==> src/rtl/uart_tx_arbiter.sv <==
// Round-robin arbiter sharing one UART transmit serializer between NUM_REQ byte producers.
// Optional stalled-owner grant revocation is compiled in with `define UART_ARB_TIMEOUT_EN.
module uart_tx_arbiter #(
  parameter int DATA_BITS    = 8,
  parameter int NUM_REQ      = 4,
  parameter int BURST_MAX    = 4,
  parameter int IDLE_TIMEOUT = 1024
) (
  input  logic                         clk,
  input  logic                         rst_n,
  input  logic [NUM_REQ-1:0]           req_valid,
  input  logic [NUM_REQ*DATA_BITS-1:0] req_data,
  input  logic [NUM_REQ-1:0]           req_last,
  output logic [NUM_REQ-1:0]           req_ready,
  output logic                         ser_start,
  output logic [DATA_BITS-1:0]         ser_data,
  input  logic                         ser_busy,
  output logic [$clog2(NUM_REQ)-1:0]   grant_id,
  output logic                         active,
  output logic                         timeout_err
);

  localparam int IDW = $clog2(NUM_REQ);

  typedef enum logic [2:0] {
    S_IDLE, S_ARB, S_LOAD, S_START, S_WAIT_HI, S_WAIT_LO
  } state_t;

  state_t               state;
  logic [IDW-1:0]       rr_ptr;
  logic [7:0]           burst_cnt;
  logic                 last_flag;

  logic                 sel_valid;
  logic                 sel_last;
  logic [DATA_BITS-1:0] sel_data;
  logic [IDW-1:0]       pick;
  logic [IDW-1:0]       idx;
  logic [IDW-1:0]       rr_next;
  logic                 accept;
  logic                 release_now;
  logic                 tmo_hit;

  // Owner's request lines
  always_comb begin
    sel_valid = 1'b0;
    sel_last  = 1'b0;
    sel_data  = '0;
    for (int i = 0; i < NUM_REQ; i++) begin
      if (grant_id == IDW'(i)) begin
        sel_valid = req_valid[i];
        sel_last  = req_last[i];
        sel_data  = req_data[i*DATA_BITS +: DATA_BITS];
      end
    end
  end

  // Downward scan so the lowest offset from rr_ptr wins
  always_comb begin
    pick = rr_ptr;
    idx  = '0;
    for (int k = NUM_REQ - 1; k >= 0; k--) begin
      idx = IDW'((int'(rr_ptr) + k) % NUM_REQ);
      if (req_valid[idx]) pick = idx;
    end
  end

  always_comb begin
    req_ready = '0;
    if (state == S_LOAD && !ser_busy) req_ready[grant_id] = 1'b1;
  end

  assign rr_next     = (grant_id == IDW'(NUM_REQ - 1)) ? '0 : grant_id + 1'b1;
  assign accept      = (state == S_LOAD) && !ser_busy && sel_valid;
  assign release_now = last_flag || (burst_cnt == 8'(BURST_MAX));

`ifdef UART_ARB_TIMEOUT_EN
  localparam int TW = $clog2(IDLE_TIMEOUT + 1);

  logic [TW-1:0] tmo_cnt;

  assign tmo_hit = (state == S_LOAD) && !sel_valid && (tmo_cnt == TW'(IDLE_TIMEOUT - 1));

  always_ff @(posedge clk or negedge rst_n) begin
    if (!rst_n) begin
      tmo_cnt     <= '0;
      timeout_err <= 1'b0;
    end else begin
      timeout_err <= tmo_hit;
      if (state != S_LOAD || accept || tmo_hit) tmo_cnt <= '0;
      else if (!sel_valid)                      tmo_cnt <= tmo_cnt + 1'b1;
    end
  end
`else
  logic unused_tmo;
  assign unused_tmo  = (IDLE_TIMEOUT != 0);
  assign tmo_hit     = 1'b0;
  assign timeout_err = 1'b0;
`endif

  always_ff @(posedge clk or negedge rst_n) begin
    if (!rst_n) begin
      state     <= S_IDLE;
      rr_ptr    <= '0;
      ser_start <= 1'b0;
      ser_data  <= '0;
      grant_id  <= '0;
      active    <= 1'b0;
      burst_cnt <= '0;
      last_flag <= 1'b0;
    end else begin
      ser_start <= 1'b0;
      case (state)
        S_IDLE: if (|req_valid) state <= S_ARB;
        S_ARB: begin
          if (|req_valid) begin
            grant_id  <= pick;
            active    <= 1'b1;
            burst_cnt <= '0;
            state     <= S_LOAD;
          end else begin
            state <= S_IDLE;
          end
        end
        S_LOAD: begin
          if (accept) begin
            ser_data  <= sel_data;
            last_flag <= sel_last;
            if (burst_cnt != 8'hFF) burst_cnt <= burst_cnt + 8'd1;
            ser_start <= 1'b1;
            state     <= S_START;
          end else if (tmo_hit) begin
            rr_ptr <= rr_next;
            active <= 1'b0;
            state  <= S_IDLE;
          end
        end
        S_START:   state <= S_WAIT_HI;
        S_WAIT_HI: if (ser_busy) state <= S_WAIT_LO;
        S_WAIT_LO: begin
          if (!ser_busy) begin
            if (release_now) begin
              rr_ptr <= rr_next;
              active <= 1'b0;
              state  <= S_IDLE;
            end else begin
              state <= S_LOAD;
            end
          end
        end
        default: state <= S_IDLE;
      endcase
    end
  end

endmodule
==> config.mk <==
export PLATFORM = sky130hd
export DESIGN_NAME = uart_tx_arbiter
export DESIGN_NICKNAME = d
export VERILOG_FILES = /design/src/rtl/uart_tx_arbiter.sv
export SDC_FILE = /design/constraint.sdc
export NUM_CORES = 1
export LEC_CHECK = 0
export CORE_MARGIN = 8
export CORE_UTILIZATION = 50
export DETAILED_ROUTE_END_ITERATION = 10
export GPL_TIMING_DRIVEN = 0
export PLACE_DENSITY = 0.89
export SLEW_MARGIN = 30
export SYNTH_ARGS = -nofsm -noshare
export SYNTH_HDL_FRONTEND = slang
export SYNTH_SLANG_ARGS = --single-unit
==> constraint.sdc <==
create_clock -name clk -period 5.1 [get_ports clk]
set_clock_uncertainty 0.2 [all_clocks]
set_input_delay 0.51 -clock clk [delete_from_list [all_inputs] [get_ports clk]]
set_output_delay 0.51 -clock clk [all_outputs]
set_load 0.01 [all_outputs]
==> results.rst, run 1 <==
Metrics
=======

.. list-table::
   :header-rows: 1

   * - Metric
     - Value
   * - Outcome
     - finished, final reports clean
   * - CTS tree
     - done
   * - Sort of element at the start of the critical path
     - flop
   * - Most numerous logic cells after layout
     - clkdlybuf4s50_1 (56), dfrtp_1 (26), a21oi_1 (23)
   * - Sequential-to-total area share from yosys stat
     - 35.0%
   * - Wire per inst
     - 16.9 µm
   * - Post-synthesis async set-or-reset flop share
     - 100%
   * - Number of nets in the layout
     - 322
   * - Hold Fails Final Rpt
     - 0
   * - Yosys synthesis warning count
     - 0
   * - Hold buffer count at CTS
     - 0
   * - Maximum root-to-sink buffer count
     - 2
   * - Number of violations reported at the end of detailed-routing iteration 0
     - 128
   * - Largest cells by area after synthesis
     - dfrtp_1 (35%), mux2_4 (6.5%), a21oi_1 (6.2%)
   * - Pin count of the biggest net entering global routing
     - 27
   * - Clock Power Share
     - 10.2%
   * - DRC violation count after routing
     - 0
   * - Antenna violations before repair
     - 0
   * - Top achievable clock speed
     - 309 MHz
   * - Mapped Area
     - 1860 µm²
   * - Top cell type's share of synthesized area
     - 35.0%
   * - Worst min path class
     - input pin to asynchronous set/reset pin
   * - Power spent charging and discharging nets
     - 470 µW
   * - Combinational group share of total power
     - 59.9%
   * - Max-slew violation count
     - 0
   * - Setup bufs post-CTS
     - 0
   * - Maximum cell stage delay along the critical path
     - 550 ps
   * - Port bufs
     - 57
   * - TNS Setup
     - 0 ps
   * - Number of cells in the finished layout apart from fillers
     - 319
   * - Part of the total power dissipated in sequential elements
     - 30.0%
   * - DR vias
     - 1,827
   * - Worst path required time
     - 4390 ps
   * - Number of flops mapped to enable cells by yosys
     - 0
   * - Largest fanout on the critical path
     - 10
   * - GPL Wtd Cong
     - 0.874
   * - Share of total power consumed by net switching
     - 41.7%
   * - Vias/cell
     - 5.73
   * - Maximum resistive drop on vdd
     - 0.356 mV
   * - Area of the core
     - 3610 µm²
   * - Overflow after GRT
     - 0
   * - Number of antenna cells inserted
     - 0
   * - Number of cells in Yosys stat
     - 211
   * - Ratio of total power to cell area
     - 446 nW/µm²
   * - Cell chain of the critical path
     - inv_1, ha_1, clkbuf_1, clkbuf_1, and2_1, clkdlybuf4s50_1
   * - Number of placement rows
     - 22
   * - Height of the die
     - 77.0 µm
   * - Reported max-cap violation count
     - 0
   * - RSZ-0062 raised after global routing
     - no
   * - Chip area from the yosys synthesis statistics
     - 1860 µm²
   * - Estimated wirelength of the detail-placed design
     - 4140 µm
   * - Tally of filler cells in the layout
     - 287
   * - Clk Tree Root Cell
     - clkbuf_8
   * - Cell at the slowest stage of the critical path
     - clkdlybuf4s50_1
   * - Crit path capture type
     - primary output
   * - Top cell type by total area after synthesis
     - dfrtp_1
   * - Min Clock Period, post-route
     - 3240 ps
   * - Global router's overall resource usage
     - 17.8%
   * - Int Pwr
     - 657 µW
   * - Pre-antenna DRT Iters
     - 5
   * - Crit Path Class
     - flop to primary output
   * - Horiz. Die Dim
     - 77.0 µm
   * - Floorplan core density
     - 51.6%
   * - Share of layout cells above drive strength 1
     - 9.23%
   * - Reported leakage power
     - 1.06 nW
   * - Final setup violation count
     - 0
   * - Worst path arrival time
     - 2530 ps
   * - Io pins
     - 60
   * - Wire length of the first global-routing pass
     - 8740 µm
   * - Inst Count DP
     - 316
   * - Total die size
     - 5930 µm²
   * - Total CTS buffers
     - 3
   * - Number of distinct library cell variants in the gate-level netlist after synthesis
     - 48
   * - Core occupancy in the finished layout
     - 70.1%
   * - Syn Inst Count
     - 211
   * - Post-cts sizing count
     - 0
   * - Most common cell type on the critical path
     - clkbuf_1
   * - Final worst-path cycle share
     - 63.5%
   * - Most common reg cell
     - dfrtp_1
   * - Commonest Layout Cell
     - clkdlybuf4s50_1
   * - Number of nets at floorplan
     - 260
   * - Warning total across the stage logs
     - 30
   * - Post-route antenna net violation count
     - 0
   * - Clock latency on the worst-skew pair
     - 270 ps
   * - Transition time at the pin with the least slew margin
     - 589 ps
   * - Mean Syn Cell Area
     - 8.81 µm²
   * - Count of buffering cells on the critical path with inverters included
     - 4
   * - Total wirelength of the detailed-routed design
     - 5390 µm
   * - Largest delay share family, worst path
     - buffers and inverters
   * - Clock transition at the registers of the reported paths
     - 90 ps
   * - TritonCTS sink count
     - 26
   * - CTS H-tree depth
     - 1
   * - Slew Limit Headroom
     - 60.6%
   * - Via count of the first global-routing pass
     - 1,776
   * - Area overhead of the layout relative to synthesis
     - 35.9%
   * - Ys flops
     - 26
-- run 1: state kept, by name, summed over array words and instances, names as in the netlist --
name	flops
last_flag	1
active	1
grant_id	2
ser_start	1
ser_data	8
state	3
rr_ptr	2
burst_cnt	8
-- run 1: power by group through the flow --
| stage | Combinational (mW) | Clock (mW) | Sequential (mW) |
|---|---|---|---|
| floorplan | 0.426 | 0 | 0.345 |
| global placement | 0.655 | 0 | 0.336 |
| detailed placement | 0.671 | 0 | 0.341 |
| CTS | 0.676 | 0.116 | 0.337 |
| global route | 0.739 | 0.124 | 0.348 |
| finish | 0.674 | 0.115 | 0.337 |
-- run 1: Yosys cell counts, types with 2 or more instances --
cell	count
and2_1	5
a31oi_1	4
buf_2	2
nor4_1	4
mux2_4	8
nand2_1	14
ha_1	6
a22o_1	9
a21oi_1	23
o31ai_1	3
nor3_1	5
nor2_1	6
a41oi_1	2
o211ai_1	3
nand3b_1	2
clkbuf_1	9
nor2b_1	3
nand3_1	3
dfrtp_1	26
o22ai_1	3
o21ai_0	17
or4_1	3
mux2_2	3
inv_1	22
nand4_1	3
-- run 1: area by class of cell --
cell class / instances / area (µm²) / area share, %
Clock buffer: 3 / 41.3 / 1.63
Buffer: 13 / 62.6 / 2.48
Timing Repair Buffer: 57 / 566 / 22.4
Multi-Input combinational cell: 149 / 1060 / 42.0
Sequential cell: 26 / 651 / 25.8
Tap cell: 48 / 60.1 / 2.38
Inverter: 23 / 86.3 / 3.42
-- run 1: metrics by stage --
stage / hold slack (ps) / setup slack, ps / power, mW / area (µm²)
final: 25.5 / 1860 / 1.13 / 2530
after global routing: 83.2 / 1760 / 1.21 / 2530
after CTS: 53.6 / 1880 / 1.13 / 2530
after detailed placement: 283 / 2180 / 1.01 / 2480
after global placement: 269 / 2210 / 0.991 / 2490
after floorplan: 14.4 / 2830 / 0.770 / 1860
-- run 1: cells by family after synthesis --
logic type                 Yosys count  synth area share (%)
muxes                               12                  8.88
other                                1                 0.202
DFF                                 26                  35.0
AOI/OAI and AO/OA                   73                  25.3
adders and majority gates            6                  4.04
buffers and inverters               36                  8.01
and+or+nand+nor                     57                  18.6
-- run 1: per-layer routing --
metal / wire [µm] / vias to the layer above / global-route usage [%] / share of wire (%)
li1: - / 892 / - / -
met1: 2270 / 879 / 21.0 / 42
met2: 2840 / 46 / 31.7 / 53
met3: 152 / 10 / 2.21 / 2.8
met4: 124 / 0 / 6.79 / 2.3
met5: 0 / - / 0 / 0
-- run 1: path summary, 6_finish.rpt --
path | startpoint | endpoint | slack, ps | cells after the start
max | grant_id[1]$_DFFE_PN0P_ | req_ready[1] | 1860 | 6
min | rst_n | active$_DFFE_PN0P_ | 30 | 1
max reg2reg | grant_id[1]$_DFFE_PN0P_ | ser_data[5]$_DFFE_PN0P_ | 2620 | 7
min reg2reg | ser_data[5]$_DFFE_PN0P_ | ser_data[5]$_DFFE_PN0P_ | 290 | 1
max in group asynchronous | rst_n | burst_cnt[6]$_DFFE_PN0P_ | 4290 | 1
min in group clk | ser_data[5]$_DFFE_PN0P_ | ser_data[5]$_DFFE_PN0P_ | 290 | 1
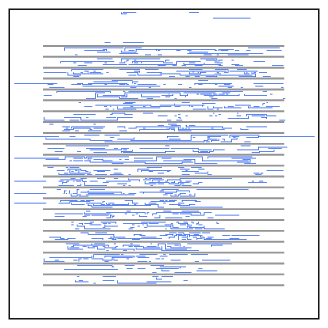
*M1 wires, run 1*
Scale: 4 px per µm. Supply wires on this layer in grey.
share of all routed wire = 42%
nets with wire on the layer = 302

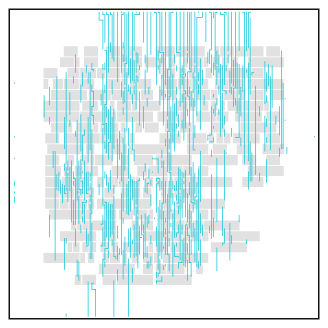
*The metal 2 layer, run 1*
Scale: 4 px per µm.
nets with wire on the layer = 267
share of all routed wire = 53%
main direction = vertical
longest straight run = 37.7 µm

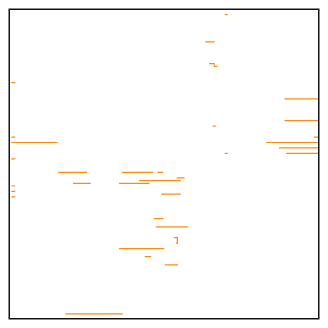
*M3 wires, run 1*
Scale: 4 px per µm.
share of all routed wire = 2.8%
wire length on this layer = 152 µm
nets with wire on the layer = 28

### Pin placement, run 1

Scale: 4 px per µm. Pins as bars across the die edge, other pins in grey.
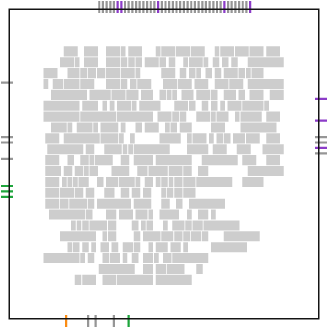

==> run 2, diff against run 1 <==
- CORE_UTILIZATION: 50 -> 46
- PLACE_DENSITY: 0.89 -> 0.83
- clock period: 5.1 -> 3.3 ns (I/O delays scaled with it)
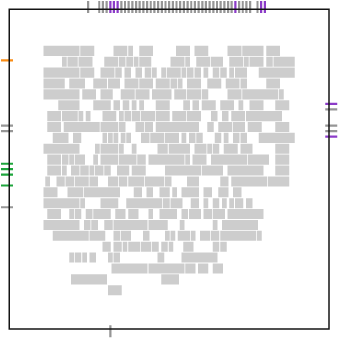
*Pin placement, run 2*
Scale: 4 px per µm. Pins as bars across the die edge, other pins in grey.
orange -> clk  # pins 1, direction input, edge west
green -> req_valid  # pins 4, direction input, edge west
purple -> ser_data  # pins 8, direction output, edge 6 north, 2 east
all pins by edge = 46 north, 8 west, 5 east, 1 south

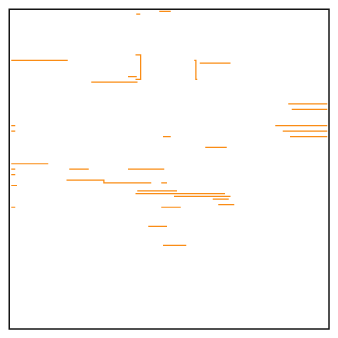
*M3 wires, run 2*
Scale: 4 px per µm.
share of all routed wire = 4.1%
nets with wire on the layer = 29
main direction = horizontal
longest straight run = 22.1 µm
wire length on this layer = 226 µm

==> run 2 against run 1 <==
Against the previous run: global-route usage down 0.68 points; via count grew 0.77%; non-clock buffer count is 1 higher; largest cell class unchanged.
==> results.rst, run 2 <==
Metrics
=======

.. list-table::
   :header-rows: 1

   * - Metric
     - Value
   * - Start point of the critical path
     - grant_id[1]$_DFFE_PN0P_
   * - Pin count of the biggest net entering global routing
     - 27
   * - Yosys synthesis warning count
     - 0
   * - Outcome
     - finished, final reports clean
   * - Worst setup timing slack at the placement stage
     - 627 ps
   * - Slew Limit Headroom
     - 61.2%
   * - Chip area from the yosys synthesis statistics
     - 1860 µm²
   * - Setup bufs post-CTS
     - 0
   * - Syn Inst Count
     - 211
   * - Warning total across the stage logs
     - 30
   * - Port bufs
     - 57
   * - Reported max-cap violation count
     - 0
   * - Number of gates on the worst path with buffers counted
     - 6
   * - Number of nets at floorplan
     - 260
   * - CTS H-tree depth
     - 1
   * - Final worst-path cycle share
     - 91.3%
   * - Antenna violations before repair
     - 0
   * - Global router's overall resource usage
     - 17.1%
   * - Estimated wirelength of the detail-placed design
     - 4220 µm
   * - Leading registers by flop count
     - burst_cnt x8, ser_data x8, state x3
   * - CTS tree
     - done
   * - Cell at the slowest stage of the critical path
     - clkdlybuf4s50_1
   * - Max-slew violation count
     - 0
   * - Floorplan core density
     - 47.2%
   * - Top cell type's share of synthesized area
     - 35.0%
   * - RSZ-0062 raised after global routing
     - no
   * - Via count of the first global-routing pass
     - 1,842
   * - Combinational gate area
     - 1060 µm²
   * - Largest fanout on the critical path
     - 10
   * - Most common cell type on the critical path
     - clkbuf_1
   * - Total CTS buffers
     - 3
   * - Post-route antenna net violation count
     - 0
   * - Ratio of total power to cell area
     - 721 nW/µm²
   * - Top achievable clock speed
     - 332 MHz
   * - Maximum resistive drop on vdd
     - 0.452 mV
   * - Mapped Area
     - 1860 µm²
   * - TritonCTS sink count
     - 26
   * - Sort of element at the start of the critical path
     - flop
   * - Vias/cell
     - 5.70
   * - Reported leakage power
     - 1.08 nW
   * - Top cell type by total area after synthesis
     - dfrtp_1
   * - Register-to-Register Setup Slack
     - 820 ps
   * - Number of cells in Yosys stat
     - 211
   * - Maximum cell stage delay along the critical path
     - 550 ps
   * - Post-synth top cells
     - dfrtp_1 (26), a21oi_1 (23), inv_1 (22)
   * - Io pins
     - 60
   * - Largest cells by area after synthesis
     - dfrtp_1 (35%), mux2_4 (6.5%), a21oi_1 (6.2%)
   * - Crit Path Class
     - flop to primary output
   * - Number of distinct library cell variants in the gate-level netlist after synthesis
     - 48
   * - Share of layout cells above drive strength 1
     - 9.52%
   * - Cell chain of the critical path
     - inv_1, ha_1, clkbuf_1, clkbuf_1, and2_1, clkdlybuf4s50_1
   * - Number of violations reported at the end of detailed-routing iteration 0
     - 136
   * - Ys flops
     - 26
   * - Number of placement rows
     - 23
   * - Total die size
     - 6330 µm²
   * - Min Clock Period, post-route
     - 3010 ps
   * - Mean Syn Cell Area
     - 8.81 µm²
   * - Clock latency on the worst-skew pair
     - 280 ps
   * - Endpoint of the most critical setup path
     - req_ready[1]
   * - Area of the core
     - 3940 µm²
   * - Hold Fails Final Rpt
     - 0
   * - Core occupancy in the finished layout
     - 65.2%
   * - Overflow after GRT
     - 0
   * - DRC violation count after routing
     - 0
   * - Commonest Layout Cell
     - clkdlybuf4s50_1
   * - Largest delay share family, worst path
     - buffers and inverters
   * - Clock transition at the registers of the reported paths
     - 100 ps
   * - Transition time at the pin with the least slew margin
     - 580 ps
   * - Wire length of the first global-routing pass
     - 8730 µm
   * - Height of the die
     - 79.6 µm
   * - Worst reg2reg startpoint
     - grant_id[0]$_DFFE_PN0P_
   * - Most common reg cell
     - dfrtp_1
   * - Most numerous logic cells after layout
     - clkdlybuf4s50_1 (56), dfrtp_1 (26), a21oi_1 (23)
   * - Total wirelength of the detailed-routed design
     - 5520 µm
   * - Worst path required time
     - 2770 ps
   * - Final setup violation count
     - 0
   * - GPL Wtd Cong
     - 0.862
   * - Pre-antenna DRT Iters
     - 5
   * - Horiz. Die Dim
     - 79.6 µm
   * - Final worst hold slack
     - 304 ps
   * - Number of antenna cells inserted
     - 0
   * - Worst min path class
     - flop to flop
   * - DR vias
     - 1,841
   * - Number of nets in the layout
     - 323
   * - Register area
     - 651 µm²
   * - TNS Setup
     - 0 ps
   * - Crit path capture type
     - primary output
   * - Clk Tree Root Cell
     - clkbuf_8
   * - Post-synthesis async set-or-reset flop share
     - 100%
   * - Sequential-to-total area share from yosys stat
     - 35.0%
   * - Crit path setup slack, layout
     - 288 ps
   * - Wire per inst
     - 17.1 µm
   * - Most frequent cell after synthesis
     - dfrtp_1
   * - Worst path arrival time
     - 2480 ps
   * - Number of flops mapped to enable cells by yosys
     - 0
   * - Number of cells on the worst hold path
     - 1
   * - Reg2reg path depth
     - 7
   * - Maximum root-to-sink buffer count
     - 2
   * - Area overhead of the layout relative to synthesis
     - 38.2%
   * - Reg-to-reg endpoint
     - burst_cnt[7]$_DFFE_PN0P_
   * - Count of buffering cells on the critical path with inverters included
     - 4
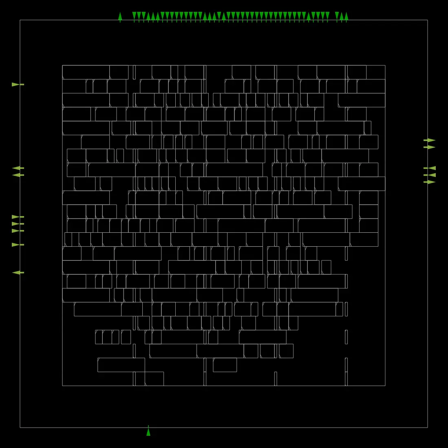
*Cell placement, run 2*
flop count: 26
Tapcells: 50
tally of filler cells in the layout: 327
number of cells in the finished layout apart from fillers: 323

==> run 2: how the worst min path moves through the flow <==
stage	slack, ps	endpoint	from
4_1_cts	300	ser_data[5]$_DFFE_PN0P_	ser_data[5]$_DFFE_PN0P_
2_1_floorplan	-170	active$_DFFE_PN0P_	rst_n
6_report	300	ser_data[5]$_DFFE_PN0P_	ser_data[5]$_DFFE_PN0P_
3_5_place_dp	170	ser_data[7]$_DFFE_PN0P_	rst_n
3_3_place_gp	270	ser_data[5]$_DFFE_PN0P_	ser_data[5]$_DFFE_PN0P_
5_1_grt	320	ser_data[5]$_DFFE_PN0P_	ser_data[5]$_DFFE_PN0P_
==> run 2: cells by family after synthesis <==
group | count (synthesis) | synth area share (%)
adder cells (fa/ha/maj) | 6 | 4.04
AND/OR/NAND/NOR | 57 | 18.6
flip-flops | 26 | 35.0
AND-OR/OR-AND | 73 | 25.3
other | 1 | 0.202
multiplexers | 12 | 8.88
buffers and inverters | 36 | 8.01
==> run 2: layout make-up <==
class | instances | area share (%)
buffer | 13 | 2.44
clock buffer | 3 | 1.61
clock inverter | 1 | 1.17
inverter | 23 | 3.36
multi-input combinational | 149 | 41.3
sequential | 26 | 25.3
tap | 50 | 2.44
timing repair buffer | 58 | 22.4
==> run 2: metal layers <==
layer  global-route usage, %  share of wire [%]  wire (µm)
met5                       0                  0          0
met4                    6.67                1.6         89
met3                    1.91                4.1        225
met2                    30.3                 53       2910
met1                    20.4                 42       2290
==> run 2: stage by stage <==
step           total power, mW  instance area [µm²]  std cells
4_1_cts                   1.85                 2570        323
5_1_grt                   1.98                 2570        323
6_report                  1.85                 2570        323
2_1_floorplan             1.19                 1860        211
3_3_place_gp              1.54                 2490        318
3_5_place_dp              1.57                 2490        318
==> run 2: what timing repair did <==
item,CTS,global route
endpoints found under the hold margin,26,0
hold buffers,1,0
gates resized,0,0
==> run 2: power breakdown <==
group,switching [mW],internal [mW]
Sequential,0.101,0.417
Clock,0.114,0.163
Combinational,0.536,0.520
Total,0.751,1.10
==> run 2: worst register-to-register path: cells and delay by family, from the launching register on <==
family	cells	cell delay, ps
adders and majority gates	1	220
and+or+nand+nor	2	330
DFF	1	450
buffers and inverters	2	390
AOI/OAI and AO/OA	2	780
### The metal 2 layer, run 2

Scale: 3 px per µm.
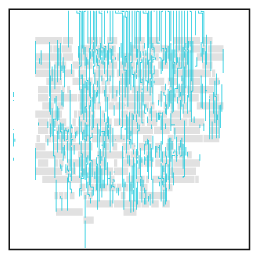

==> run 3, diff against run 2 <==
- CORE_UTILIZATION: 46 -> 50
- DONT_BUFFER_PORTS: unset -> 1
- PLACE_DENSITY: 0.83 -> 0.68
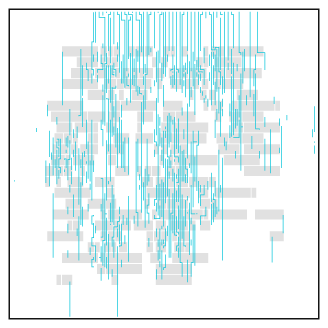
*The metal 2 layer, run 3*
Scale: 4 px per µm.
met2 demand-to-capacity share in global routing: 27.5%
DR vias: 1,640
total wirelength of the detailed-routed design: 4690 µm

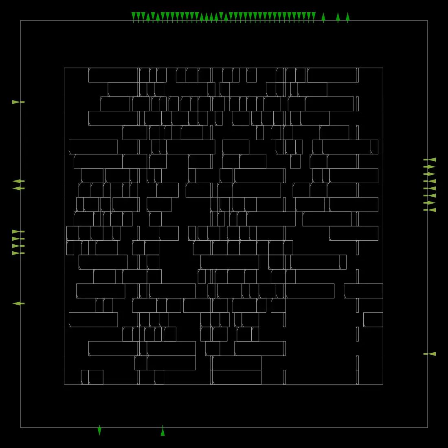
*Cell placement, run 3*
area of the core: 3610 µm²
number of cells in the finished layout apart from fillers: 265
tally of filler cells in the layout: 317
core occupancy in the finished layout: 56.0%
Seq area share: 32.2%

==> run 3 against run 2 <==
Against the previous run: core utilization fell by 9.1 points; register-to-register slack got worse by 90 ps; via count fell by 11%; power fell by 11%; critical endpoint is now burst_cnt[7]$_DFFE_PN0P_.
==> results.rst, run 3 <==
Metrics
=======

.. list-table::
   :header-rows: 1

   * - Metric
     - Value
   * - Outcome
     - finished, final reports clean
   * - Min Clock Period, post-route
     - 2570 ps
   * - Min-Delay Endpoint
     - state[0]$_DFFE_PN0P_
   * - Reg2reg path depth
     - 7
   * - Top cell type's share of synthesized area
     - 35.0%
   * - Top achievable clock speed
     - 388 MHz
   * - Cell chain of the critical path
     - inv_1, ha_1, and4bb_1, a2111oi_1, buf_2, nor4_1, a311oi_1
   * - Clock latency on the worst-skew pair
     - 280 ps
   * - Horiz. Die Dim
     - 77.0 µm
   * - Height of the die
     - 77.0 µm
   * - Syn Inst Count
     - 211
   * - Maximum root-to-sink buffer count
     - 2
   * - Reported max-cap violation count
     - 0
   * - Largest fanout on the critical path
     - 10
   * - RSZ-0062 raised after global routing
     - no
   * - Pre-antenna DRT Iters
     - 6
   * - Estimated wirelength of the detail-placed design
     - 3610 µm
   * - TNS Setup
     - 0 ps
   * - Number of distinct library cell variants in the gate-level netlist after synthesis
     - 48
   * - Final setup violation count
     - 0
   * - Number of nets in the layout
     - 267
   * - Slew Limit Headroom
     - 62.2%
   * - Antenna violations before repair
     - 0
   * - GPL Wtd Cong
     - 0.859
   * - Cell at the slowest stage of the critical path
     - a2111oi_1
   * - Number of flops mapped to enable cells by yosys
     - 0
   * - Clk Tree Root Cell
     - clkbuf_8
   * - Wire length of the first global-routing pass
     - 8050 µm
   * - Crit path capture type
     - flop
   * - Total die size
     - 5930 µm²
   * - Sort of element at the start of the critical path
     - flop
   * - Overflow after GRT
     - 0
   * - DRC violation count after routing
     - 0
   * - Max-slew violation count
     - 0
   * - Post-synth top cells
     - dfrtp_1 (26), a21oi_1 (23), inv_1 (22)
   * - Vias/cell
     - 6.19
   * - Maximum resistive drop on vdd
     - 0.415 mV
   * - Area overhead of the layout relative to synthesis
     - 8.68%
   * - Chip area from the yosys synthesis statistics
     - 1860 µm²
   * - Maximum cell stage delay along the critical path
     - 570 ps
   * - Final worst-path cycle share
     - 78.0%
   * - Register-to-Register Setup Slack
     - 730 ps
   * - Number of cells in Yosys stat
     - 211
   * - Pin count of the biggest net entering global routing
     - 27
   * - Area of placed instances
     - 1920 µm²
   * - Reg-to-reg endpoint
     - burst_cnt[7]$_DFFE_PN0P_
   * - Most numerous logic cells after layout
     - dfrtp_1 (26), a21oi_1 (23), inv_1 (22)
   * - Post-synthesis async set-or-reset flop share
     - 100%
   * - Crit Path Class
     - flop to flop
   * - Most common reg cell
     - dfrtp_1
   * - Hold Fails Final Rpt
     - 0
   * - Commonest Layout Cell
     - dfrtp_1
   * - Worst reg2reg startpoint
     - grant_id[0]$_DFFE_PN0P_
   * - Warning total across the stage logs
     - 30
   * - Hold buffer count at CTS
     - 2
   * - Leading registers by flop count
     - burst_cnt x8, ser_data x8, state x3
   * - Largest cells by area after synthesis
     - dfrtp_1 (35%), mux2_4 (6.5%), a21oi_1 (6.2%)
   * - Worst path required time
     - 3290 ps
   * - Transition time at the pin with the least slew margin
     - 553 ps
   * - Reported leakage power
     - 0.869 nW
   * - Number of cells on the worst hold path
     - 2
   * - Most frequent cell after synthesis
     - dfrtp_1
   * - Ys flops
     - 26
   * - Worst path arrival time
     - 2560 ps
   * - Wire per inst
     - 17.7 µm
   * - CTS H-tree depth
     - 1
   * - Mean Syn Cell Area
     - 8.81 µm²
   * - Final standard cell area without fillers
     - 2020 µm²
   * - Number of nets at floorplan
     - 260
   * - Post-cts sizing count
     - 0
   * - Via count of the first global-routing pass
     - 1,647
   * - Setup bufs post-CTS
     - 0
   * - Yosys synthesis warning count
     - 0
   * - Share of layout cells above drive strength 1
     - 12.0%
   * - Floorplan core density
     - 51.6%
   * - TritonCTS sink count
     - 26
   * - Total CTS buffers
     - 3
   * - Worst min path class
     - input pin to flop
   * - Mapped Area
     - 1860 µm²
   * - Number of placement rows
     - 22
   * - Launch point of the worst hold path
     - ser_busy
   * - CTS tree
     - done
   * - Global router's overall resource usage
     - 16.0%
   * - Post-route antenna net violation count
     - 0
   * - Clock transition at the registers of the reported paths
     - 90 ps
   * - Top cell type by total area after synthesis
     - dfrtp_1
   * - Sequential-to-total area share from yosys stat
     - 35.0%
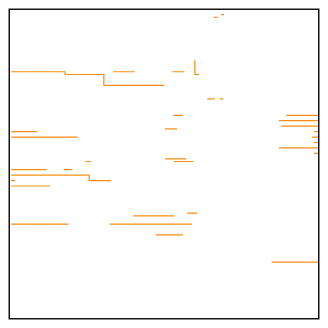
*M3 wires, run 3*
Scale: 4 px per µm.
global routing usage on met3: 3.96%

run 3: cell types whose count changed in the layout (fill, tap and decap cells not counted), sizes merged:
cell	previous run	this run
clkdlybuf4s50	56	0
run 3: metal layers:
| layer | vias up | global-route usage, % | share of wire (%) |
|---|---|---|---|
| li1 | 784 | - | - |
| met1 | 802 | 19.0 | 41 |
| met2 | 48 | 27.5 | 52 |
| met3 | 6 | 3.96 | 5.2 |
| met4 | 0 | 4.72 | 1.4 |
| met5 | - | 0 | 0 |
run 3: how the worst max path moves through the flow:
stage                                 start                  endpoint  slack [ps]  cells after the start
floorplan           grant_id[0]$_DFFE_PN0P_     last_flag$_DFFE_PN0P_        1030                      8
global placement    grant_id[0]$_DFFE_PN0P_  burst_cnt[7]$_DFFE_PN0P_         790                      7
detailed placement  grant_id[0]$_DFFE_PN0P_  burst_cnt[7]$_DFFE_PN0P_         750                      7
CTS                 grant_id[0]$_DFFE_PN0P_  burst_cnt[7]$_DFFE_PN0P_         700                      7
global route        grant_id[0]$_DFFE_PN0P_  burst_cnt[7]$_DFFE_PN0P_         440                      7
finish              grant_id[0]$_DFFE_PN0P_  burst_cnt[7]$_DFFE_PN0P_         730                      7
run 3: layout make-up:
| cell class | count | area [µm²] |
|---|---|---|
| Fill cell | 317 | 1590 |
| Multi-Input combinational cell | 149 | 1060 |
| Sequential cell | 26 | 651 |
| Inverter | 23 | 86.3 |
| Buffer | 13 | 62.6 |
| Tap cell | 48 | 60.1 |
| Clock buffer | 3 | 41.3 |
| Clock inverter | 1 | 30.0 |
| Timing Repair Buffer | 2 | 30.0 |
run 3: kinds of logic (layout without fill, tap and decap cells):
family / count (synthesis) / after routing / share of synthesized area (%)
AND-OR/OR-AND: 73 / 73 / 25.3
adder cells (fa/ha/maj): 6 / 6 / 4.04
buffers and inverters: 36 / 42 / 8.01
flip-flops: 26 / 26 / 35.0
multiplexers: 12 / 12 / 8.88
other: 1 / 1 / 0.202
AND/OR/NAND/NOR: 57 / 57 / 18.6
run 3: where the power goes:
part           internal, mW  switching, mW  total (mW)
Combinational         0.376          0.447       0.823
Sequential            0.418          0.143       0.560
Clock                 0.163          0.106       0.269
Total                 0.956          0.696        1.65
run 3: worst max-delay path: cells and delay by family (launching register included):
kind	cells	cell delay, ps
AOI/OAI and AO/OA	2	820
adders and majority gates	1	230
and+or+nand+nor	2	340
DFF	1	470
buffers and inverters	2	430
run 3: per-stage QoR:
stage | utilization (%) | hold WS [ps] | setup slack [ps] | total power, mW | cells
6_report | 56.0 | 64.3 | 725 | 1.65 | 265
5_1_grt | 56.0 | 88.7 | 436 | 1.79 | 265
4_1_cts | 56.0 | 70.5 | 703 | 1.66 | 265
3_5_place_dp | 53.2 | -164 | 751 | 1.38 | 259
3_3_place_gp | 53.2 | -164 | 792 | 1.34 | 259
2_1_floorplan | - | -166 | 1030 | 1.19 | 211
No activity file was given, so power comes from the tool's default toggle rates.
